### config.mk
export PLATFORM = sky130hd
export DESIGN_NAME = trade_report_scheduler
export DESIGN_NICKNAME = d
export VERILOG_FILES = /design/src/rtl/arb_report_pkg.sv /design/src/rtl/heartbeat_timer.sv /design/src/rtl/trade_report_scheduler.sv
export SDC_FILE = /design/constraint.sdc
export NUM_CORES = 1
export LEC_CHECK = 0
export CAP_MARGIN = 10
export CORE_MARGIN = 10
export CORE_UTILIZATION = 38
export DETAILED_ROUTE_END_ITERATION = 12
export PLACE_DENSITY_LB_ADDON = 0.05
export SYNTH_ARGS = -nofsm -noshare
export SYNTH_HDL_FRONTEND = slang
export SYNTH_SLANG_ARGS = --single-unit
### constraint.sdc
create_clock -name clk -period 8.1 [get_ports clk]
set_input_delay 2.43 -clock clk [delete_from_list [all_inputs] [get_ports clk]]
set_output_delay 2.43 -clock clk [all_outputs]
set_load 0.02 [all_outputs]
### src/rtl/arb_report_pkg.sv
// Shared types and constants for the trade report scheduler (FSM states, frame type codes, framing bytes).
// Latency: none (declarations only).
// Backpressure: none. Build option REPORT_CHECKSUM_EN selects frame lengths with a checksum byte.
package arb_report_pkg;

  typedef enum logic [1:0] {
    ST_IDLE   = 2'd0,
    ST_STROBE = 2'd1,
    ST_ACK    = 2'd2,
    ST_DRAIN  = 2'd3
  } sched_state_t;

  localparam logic [7:0] FRAME_TYPE_TRADE  = 8'h01;
  localparam logic [7:0] FRAME_TYPE_HB     = 8'h02;
  localparam logic [7:0] DEFAULT_FRAME_HDR = 8'hAA;
  localparam logic [7:0] DEFAULT_FRAME_FTR = 8'h55;

`ifdef REPORT_CHECKSUM_EN
  localparam int unsigned TRADE_FRAME_LEN = 7;
  localparam int unsigned HB_FRAME_LEN    = 5;
`else
  localparam int unsigned TRADE_FRAME_LEN = 6;
  localparam int unsigned HB_FRAME_LEN    = 4;
`endif

endpackage

### src/rtl/heartbeat_timer.sv
// Free-running period counter: counts 0..CYCLES-1 and pulses tick while at the wrap value.
// Latency: tick is decoded from the counter, high for exactly one cycle per period.
// Backpressure: none; the counter never stalls.
module heartbeat_timer #(
  parameter int unsigned CYCLES = 50_000_000
) (
  input  logic clk,
  input  logic rst,
  output logic tick
);

  localparam int unsigned CW = (CYCLES > 1) ? $clog2(CYCLES) : 1;

  logic [CW-1:0] cnt;

  assign tick = (cnt == CW'(CYCLES - 1));

  // Count up, wrapping to zero on the cycle the tick is raised.
  always_ff @(posedge clk or posedge rst) begin
    if (rst) begin
      cnt <= '0;
    end else if (tick) begin
      cnt <= '0;
    end else begin
      cnt <= cnt + CW'(1);
    end
  end

endmodule

### src/rtl/trade_report_scheduler.sv
// Serialises trade reports and periodic heartbeats into byte frames for a UART (REPORT_CHECKSUM_EN adds a checksum byte).
// Latency: trade_valid in cycle N gives tx_en with the header byte in cycle N+2 when idle and the UART is free.
// Backpressure: each byte waits for tx_busy low; one pending trade slot, overwrites counted in drop_count.
module trade_report_scheduler
  import arb_report_pkg::*;
#(
  parameter int unsigned HEARTBEAT_CYCLES = 50_000_000,
  parameter logic [7:0]  FRAME_HDR        = DEFAULT_FRAME_HDR,
  parameter logic [7:0]  FRAME_FTR        = DEFAULT_FRAME_FTR
) (
  input  logic        clk,
  input  logic        rst,
  input  logic        trade_valid,
  input  logic [15:0] profit,
  input  logic [1:0]  trade_action,
  input  logic        tx_busy,
  output logic        tx_en,
  output logic [7:0]  tx_data,
  output logic        sched_busy,
  output logic [7:0]  drop_count
);

  sched_state_t state;

  logic        pending;
  logic [15:0] pend_profit;
  logic [1:0]  pend_action;
  logic        hb_pending;
  logic        hb_tick;
  logic [7:0]  hb_seq;

  // Shadow of the frame in flight, so later trade_valid pulses cannot disturb it.
  logic        sh_is_hb;
  logic [15:0] sh_profit;
  logic [1:0]  sh_action;
  logic [7:0]  sh_seq;

  logic [2:0]  byte_idx;
  logic [2:0]  last_idx;
  logic [7:0]  frame [8];

  logic take_trade;
  logic take_hb;

  // Trades win over heartbeats whenever both are waiting in IDLE.
  assign take_trade = (state == ST_IDLE) && pending;
  assign take_hb    = (state == ST_IDLE) && !pending && hb_pending;

  // Decoded from state so the header strobe lands two cycles after trade_valid.
  assign tx_en = (state == ST_STROBE) && !tx_busy;

  heartbeat_timer #(
    .CYCLES (HEARTBEAT_CYCLES)
  ) u_heartbeat_timer (
    .clk  (clk),
    .rst  (rst),
    .tick (hb_tick)
  );

  // Lay out the in-flight frame byte by byte from the shadow registers.
  always_comb begin
    for (int i = 0; i < 8; i++) frame[i] = 8'h00;
    last_idx = 3'(TRADE_FRAME_LEN - 1);
    if (sh_is_hb) begin
      last_idx = 3'(HB_FRAME_LEN - 1);
      frame[0] = FRAME_HDR;
      frame[1] = FRAME_TYPE_HB;
      frame[2] = sh_seq;
`ifdef REPORT_CHECKSUM_EN
      frame[3] = FRAME_TYPE_HB ^ sh_seq;
      frame[4] = FRAME_FTR;
`else
      frame[3] = FRAME_FTR;
`endif
    end else begin
      frame[0] = FRAME_HDR;
      frame[1] = FRAME_TYPE_TRADE;
      frame[2] = {6'b0, sh_action};
      frame[3] = sh_profit[15:8];
      frame[4] = sh_profit[7:0];
`ifdef REPORT_CHECKSUM_EN
      frame[5] = FRAME_TYPE_TRADE ^ {6'b0, sh_action} ^ sh_profit[15:8] ^ sh_profit[7:0];
      frame[6] = FRAME_FTR;
`else
      frame[5] = FRAME_FTR;
`endif
    end
  end

  // Single pending trade slot; a pulse that lands while the slot is full and not being taken counts as a drop.
  always_ff @(posedge clk or posedge rst) begin
    if (rst) begin
      pending     <= 1'b0;
      pend_profit <= '0;
      pend_action <= '0;
      drop_count  <= '0;
    end else if (trade_valid) begin
      pending     <= 1'b1;
      pend_profit <= profit;
      pend_action <= trade_action;
      if (pending && !take_trade && drop_count != 8'hFF) begin
        drop_count <= drop_count + 8'd1;
      end
    end else if (take_trade) begin
      pending <= 1'b0;
    end
  end

  // Heartbeat request: set on each timer wrap, cleared when its frame starts (a new wrap wins).
  always_ff @(posedge clk or posedge rst) begin
    if (rst) begin
      hb_pending <= 1'b0;
    end else if (hb_tick) begin
      hb_pending <= 1'b1;
    end else if (take_hb) begin
      hb_pending <= 1'b0;
    end
  end

  // Frame sequencer: latch a frame, then strobe / wait for busy to rise / wait for busy to fall per byte.
  always_ff @(posedge clk or posedge rst) begin
    if (rst) begin
      state      <= ST_IDLE;
      tx_data    <= 8'h00;
      sched_busy <= 1'b0;
      byte_idx   <= '0;
      sh_is_hb   <= 1'b0;
      sh_profit  <= '0;
      sh_action  <= '0;
      sh_seq     <= '0;
      hb_seq     <= '0;
    end else begin
      case (state)
        ST_IDLE: begin
          if (take_trade || take_hb) begin
            sh_is_hb   <= take_hb;
            sh_profit  <= pend_profit;
            sh_action  <= pend_action;
            sh_seq     <= hb_seq;
            byte_idx   <= '0;
            tx_data    <= FRAME_HDR;
            sched_busy <= 1'b1;
            state      <= ST_STROBE;
          end
        end
        ST_STROBE: begin
          if (!tx_busy) state <= ST_ACK;
        end
        ST_ACK: begin
          state <= ST_DRAIN;
        end
        ST_DRAIN: begin
          if (!tx_busy) begin
            if (byte_idx == last_idx) begin
              state      <= ST_IDLE;
              sched_busy <= 1'b0;
              if (sh_is_hb) hb_seq <= hb_seq + 8'd1;
            end else begin
              byte_idx <= byte_idx + 3'd1;
              tx_data  <= frame[byte_idx + 3'd1];
              state    <= ST_STROBE;
            end
          end
        end
        default: state <= ST_IDLE;
      endcase
    end
  end

endmodule

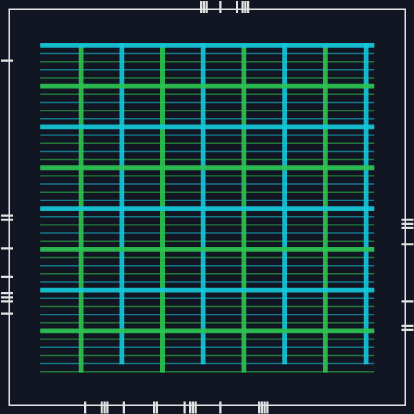
**Above:** floorplan with the power grid.
Drawn at 3 px/um. Pins as bars on the die edge.
legend:
  VSS:
    color: green
  VDD:
    color: cyan
rows: 40
met1 rails: 41
met4 straps: 8

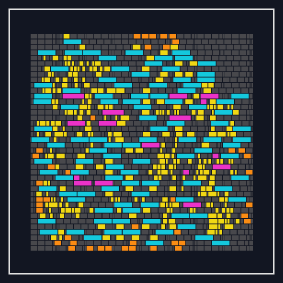
**Above:** cells colored by class.
Drawn at 2 px/um. Fill, decap, tap and diode cells in gray.
legend:
  remaining logic cells:
    color: yellow
    cells: 292
    share_of_their_area: 38%
  clock drivers and dummy loads:
    color: magenta
    cells: 16
    share_of_their_area: 6.5%
  remaining buffers and delay cells:
    color: orange
    cells: 42
    share_of_their_area: 7.6%
  sequential cells:
    color: cyan
    cells: 103
    share_of_their_area: 48%

==> results.py <==
# Flow results
metrics = {
    "status": {
        "outcome": "finished, final reports clean",
    },
    "clock_tree": {
        "clk_pin_slew_ps": 60,
        "cts_hold_buf": 0,
        "cts_buffer_depth": 2,
        "cts_tree": "done",
        "clock.latency.late_pin_ps": 340,
        "cts_max_level": 3,
    },
    "layout": {
        "fin_area_sq_um": 5630,
        "regMostFlops": "u_heartbeat_timer.cnt",
        "finalNetCount": 479,
        "regArea_sq_um": 2580,
        "largestClassByArea": "flip-flops and latches",
        "sh_seq_area_pct": 45.8,
        "mostFrequentLayoutCell": "dfrtp_1",
        "logic_area_sq_um": 2040,
    },
    "logic_synthesis": {
        "ys_dominant_reg_cell": "dfrtp_1",
        "syn_inst": 409,
        "syn_nets": 440,
        "yosys.stat.seqShare_pct": 54.6,
        "ys_sh_mux_pct": 11.2,
    },
    "power": {
        "vdd_drop_max_mv": 0.152,
        "p_sw_share_pct": 31.9,
        "seq-power_mw": 0.712,
        "seqPwrFrac_pct": 40.7,
    },
    "floorplan": {
        "chipHeight_um": 131,
        "core_area_sq_um": 12100,
        "die_w_um": 131,
    },
    "critical_path": {
        "worstReg2RegEnd": "tx_data[4]$_DFFE_PP0P_",
        "crit_arrival_ps": 3730,
        "required_ps": 5670,
        "crit_buf_inv": 2,
        "reg2reg_slack_ps": 5640,
        "critPathKind": "primary input to output port",
    },
    "final_timing": {
        "hold_viol": 0,
    },
    "routing": {
        "wl_met1_um": 4550,
    },
    "global_routing": {
        "antenna_found_initial": 0,
        "grt_max_degree": 54,
        "met3_usage_pct": 3.09,
        "use_met1_pct": 15.0,
    },
    "job": {
        "drv_cap": 0,
    },
    "placement": {
        "dp_hpwl_um": 6780,
    },
}
No activity file was given, so power comes from the tool's default toggle rates.
